### Close-up of the layout, run 1

Bar = 10 um. Region (45, 29) to (70, 54) um. Cells in gray, sequential cells in the stronger gray; small squares are vias.
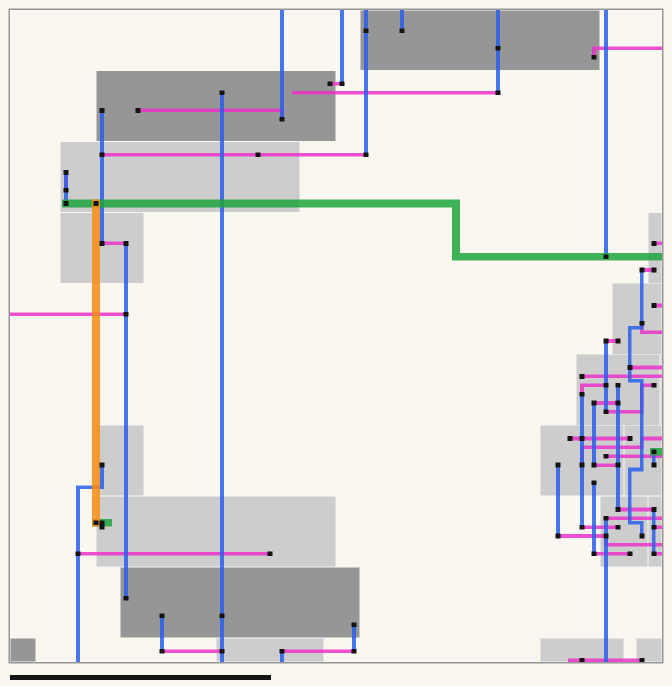
### Wire density map, run 1

23 x 28 tiles, from black (low) to pale yellow (high), scaled to the fullest tile. Values are wire area over tile area, all layers added.
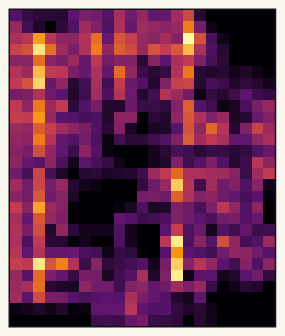
### Logic cells by family, run 1

Bar = 20 um.
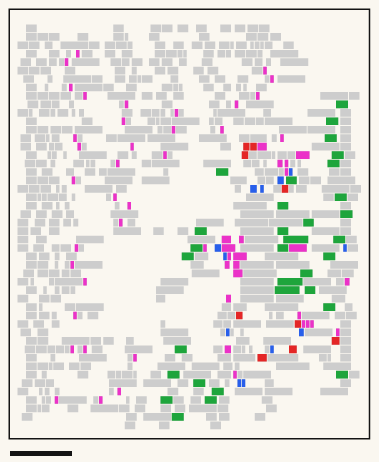
### Placement view, run 1

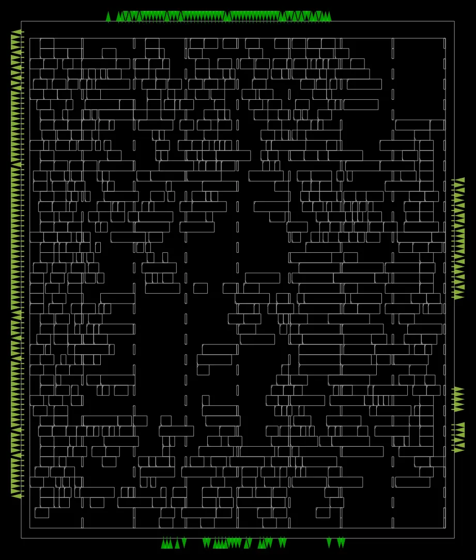
Design sqrt_arb_flat, sky130hd; sources not shown.
==> results_slide.txt, run 1 <==
Physical Implementation Snapshot

Setup path
  • CP Capture Type: flop
  • Crit path arrival time: 4.35 ns
  • Critical Path Fanout Max: 11
  • Crit path DRT: 4.69 ns
  • Buf/Inv on CP: 2

Logic synthesis
  • Synth cell count leaders: 69 x a21oi_1, 67 x dfrtp_1, 43 x nor2_1
  • Seq share, synth: 48.17%
  • Syn_area_per_cell: 10.32 um2
  • Mapped Area: 4478 um2
  • Yosys Chip Area: 4478 um2

Timing
  • Fmax: 0.2407 GHz
  • Hold Slack: 0.4866 ns
  • Slew @ Worst Pin: 0.6689 ns
  • Slew HR: 55.41%

Clock network
  • Hold-fix buffers, CTS: 0
  • CTS buffer count: 9
  • Clk ins delay skew pair: 0.33 ns

Floorplan
  • Chip area: 15920 um2

Routing
  • WL per Instance: 15.65 um
  • Post-DRT Antenna Nets: 0
  • Drt via density: 4.879
  • WL final: 13140 um
  • Drc violations: 0

Place
  • Port-buffer cells: 215

Pwr
  • Clock network power share: 17.7%

Finish
  • N_diodes: 0

Run status
  • Status: completed

GRT
  • Vias in the first global route: 4118
About 'Close-up of the layout':
- metal 4: orange
- metal 2: blue
- metal 1: magenta
- metal 3: green
- sequential cells in the window: 3
- most frequent: dfrtp_1 (3), clkbuf_16 (2)
- cells with their middle in the window: 12

About 'Wire density map':
- densest ninth of the die: north-west
- fullest tile: 0.50
- mean over tiles: 0.13
- tiles over half the peak: 12%
- nearly empty tiles: 14%
GRT Overall Usage: 16.15%
Vias: 4098

About 'Logic cells by family':
- NAND gates: blue (cells 12)
- AND and OR gates: red (cells 9)
- NOR gates: magenta (cells 57)
- multiplexers: green (cells 32)
Comb area share: 28.55%
Non-Filler Instances: 840

About 'Placement view':
core area: 14470 um2
Flops: 83
num rows: 48

run 1: metrics by stage:
stage | power (uW) | setup TNS, ns | instance area (um2) | setup slack, ns | std cells
after floorplan | 2569 | 0 | 4478 | 0.5546 | 434
after global placement | 3444 | 0 | 6808 | 0.1559 | 824
after detailed placement | 3490 | -0.003671 | 6812 | -0.003671 | 824
after CTS | 4257 | 0 | 7113 | 0.3530 | 840
after global routing | 4509 | 0 | 7113 | 0.01963 | 840
final | 4202 | 0 | 7113 | 0.3447 | 840
run 1: power by group through the flow:
stage	registers [uW]	clock network (uW)	logic [uW]
floorplan	1520	0	1050
global placement	1280	0	2160
detailed placement	1290	0	2200
CTS	1280	766	2210
global route	1320	791	2400
finish	1270	743	2190
run 1: metal layers:
layer / wire length, um / vias to the layer above / part of all wire [%]
li1: - / 1991 / -
met1: 5070 / 1925 / 39
met2: 6941 / 165 / 53
met3: 959 / 17 / 7.3
met4: 172 / 0 / 1.3
met5: 0 / - / 0
run 1: logic make-up (layout without fill, tap and decap cells):
| group | count (synthesis) | count (layout) | share of synthesized area [%] |
|---|---|---|---|
| fa+ha+maj | 13 | 13 | 3.800 |
| xor+xnor | 3 | 3 | 0.5869 |
| mux | 32 | 32 | 8.634 |
| buf+inv | 75 | 281 | 6.901 |
| simple gates | 78 | 78 | 8.745 |
| flops | 83 | 83 | 48.17 |
| compound gates | 150 | 150 | 23.16 |
run 1: layout make-up:
| class | count | area (um2) | share of cell area (%) |
|---|---|---|---|
| Timing Repair Buffer | 223 | 2213 | 31.12 |
| Sequential cell | 83 | 2157 | 30.33 |
| Multi-Input combinational cell | 276 | 2031 | 28.55 |
| Tap cell | 200 | 250.2 | 3.518 |
| Clock buffer | 9 | 225.2 | 3.166 |
| Inverter | 42 | 160.2 | 2.252 |
| Clock inverter | 7 | 76.32 | 1.073 |
==> run 2: changes to the inputs <==
GPL_ROUTABILITY_DRIVEN = 0   (was default)
SKIP_CTS_REPAIR_TIMING = 1   (was default)
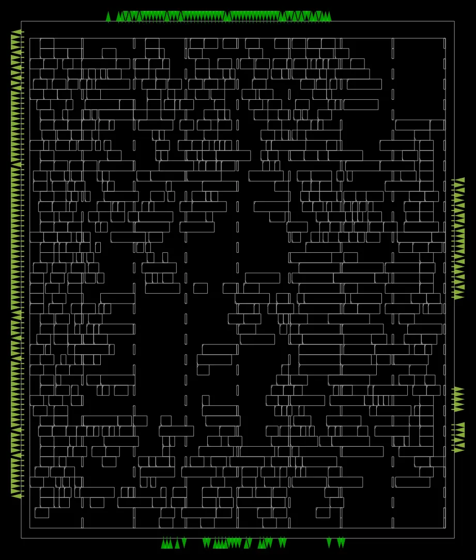
*Placement view, run 2*
fillers: 1375
post-layout util: 49.14%

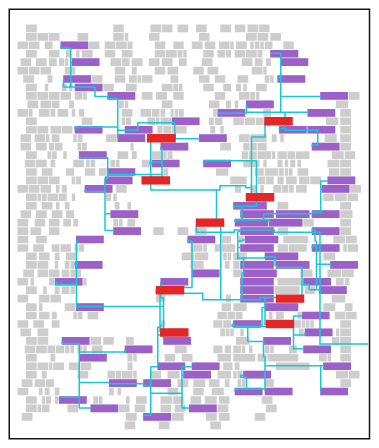
*Clock distribution, run 2*
- clock drivers: red (count 9)
- flip-flops: purple (count 83)
- clock wires: cyan (length 1120 um)
- routed clock nets: 10
power in the clock group: 743 uW
Clock Skew: 0.009393 ns
clock network power share: 17.7%
clk ins delay skew pair: 0.33 ns

==> run 2 against run 1 <==
Sequential share of layout area stayed put. Area after synthesis unchanged. Combinational power barely moved. Wire length unchanged. Cell area is the same. Die area is the same. Sequential power about the same. Critical endpoint unchanged.
==> results_slide.txt, run 2 <==
Physical Implementation Snapshot

Floorplan
  • Chip area: 15920 um2
  • Core area: 14470 um2
  • Die Ht: 137.8 um
  • Num rows: 48

Setup path
  • CP Capture Type: flop
  • Crit path arrival time: 4.35 ns
  • Worst reg2reg setup slack: 0.97 ns
  • Crit path DRT: 4.69 ns
  • Buf/Inv on CP: 2
  • Critical Path Fanout Max: 11

Timing
  • Fmax: 0.2407 GHz
  • RSZ-0062 raised after global routing: no
  • Final setup fails: 0
  • Slew @ Worst Pin: 0.6689 ns
  • Slew HR: 55.41%
  • Setup_tns: 0 ns

Logic synthesis
  • Biggest area cells: dfrtp_1 37%, edfxtp_1 11%, a21oi_1 7.7%, a221o_1 7.2%, a22oi_1 5.7%
  • Mapped Area: 4478 um2
  • Seq share, synth: 48.17%
  • Max-area cell share: 37.44%
  • Yosys Chip Area: 4478 um2
  • Synth cell count leaders: 69 x a21oi_1, 67 x dfrtp_1, 43 x nor2_1
  • Ys flops: 83
  • Syn_area_per_cell: 10.32 um2

Pwr
  • Total power: 4202 uW

Place
  • Cell Area, Placed: 6812 um2
  • Placed cells: 824
  • HPWL after detailed placement: 9954 um
  • Port-buffer cells: 215

Routing
  • Drt via density: 4.879
  • First DRT Iteration DRCs: 128
  • WL per Instance: 15.65 um
  • WL final: 13140 um
  • Vias: 4098
  • Post-DRT Antenna Nets: 0
  • Drc violations: 0

Finish
  • Reg area: 2157 um2
  • Non-Filler Instances: 840
  • Finished Cell Area: 7113 um2
  • N_diodes: 0
  • Logic area: 2031 um2

GRT
  • GRT overflow: 0
  • Vias in the first global route: 4118
  • GRT Overall Usage: 16.15%

Min path
  • Hold path cells: 1

Clock network
  • CTS buffer count: 9
  • H-tree levels: 3

Run status
  • Status: completed
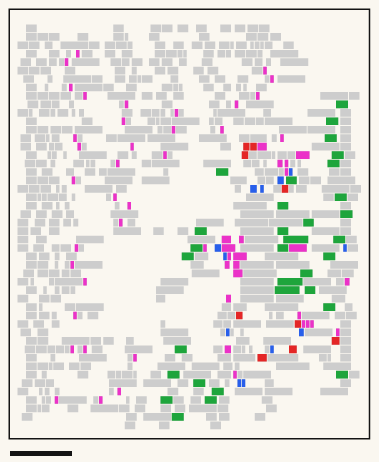
*Logic cells by family, run 2*
Bar = 20 um.
- AND and OR gates: red (cells 9)
- NOR gates: magenta (cells 57)
- multiplexers: green (cells 32)
- NAND gates: blue (cells 12)
most numerous logic cell after layout: clkdlybuf4s50_1

## run 2: per-layer routing
metal | vias to the layer above | wire, um | GRT usage, % | share of wire [%]
li1 | 1991 | - | - | -
met1 | 1925 | 5070 | 18.48 | 39
met2 | 165 | 6941 | 29.11 | 53
met3 | 17 | 959 | 4.663 | 7.3
met4 | 0 | 172 | 4.552 | 1.3
met5 | - | 0 | 0 | 0
## run 2: final cells by class
| class | instances | area share [%] |
|---|---|---|
| inverter | 42 | 2.252 |
| tap | 200 | 3.518 |
| clock buffer | 9 | 3.166 |
| multi-input combinational | 276 | 28.55 |
| sequential | 83 | 30.33 |
| timing repair buffer | 223 | 31.12 |
| clock inverter | 7 | 1.073 |
## run 2: cells by family (layout without fill, tap and decap cells)
kind of cell,after synthesis,after routing,synth area share [%]
adder cells (fa/ha/maj),13,13,3.800
multiplexers,32,32,8.634
AND/OR/NAND/NOR,78,78,8.745
buffers and inverters,75,281,6.901
XOR/XNOR,3,3,0.5869
AND-OR/OR-AND,150,150,23.16
flip-flops,83,83,48.17
## run 2: stage by stage
stage / hold WS, ns / setup slack, ns
global route: 0.5035 / 0.01963
CTS: 0.4948 / 0.3530
detailed placement: 0.4808 / -0.003671
floorplan: 0.5158 / 0.5546
global placement: 0.4595 / 0.1559
finish: 0.4866 / 0.3447
## run 2: power by group
| group | internal [uW] | switching (uW) |
|---|---|---|
| sequential | 1050 | 224 |
| combinational | 1070 | 1120 |
| clock | 434 | 309 |
Power is estimated from default activity; no workload was simulated.
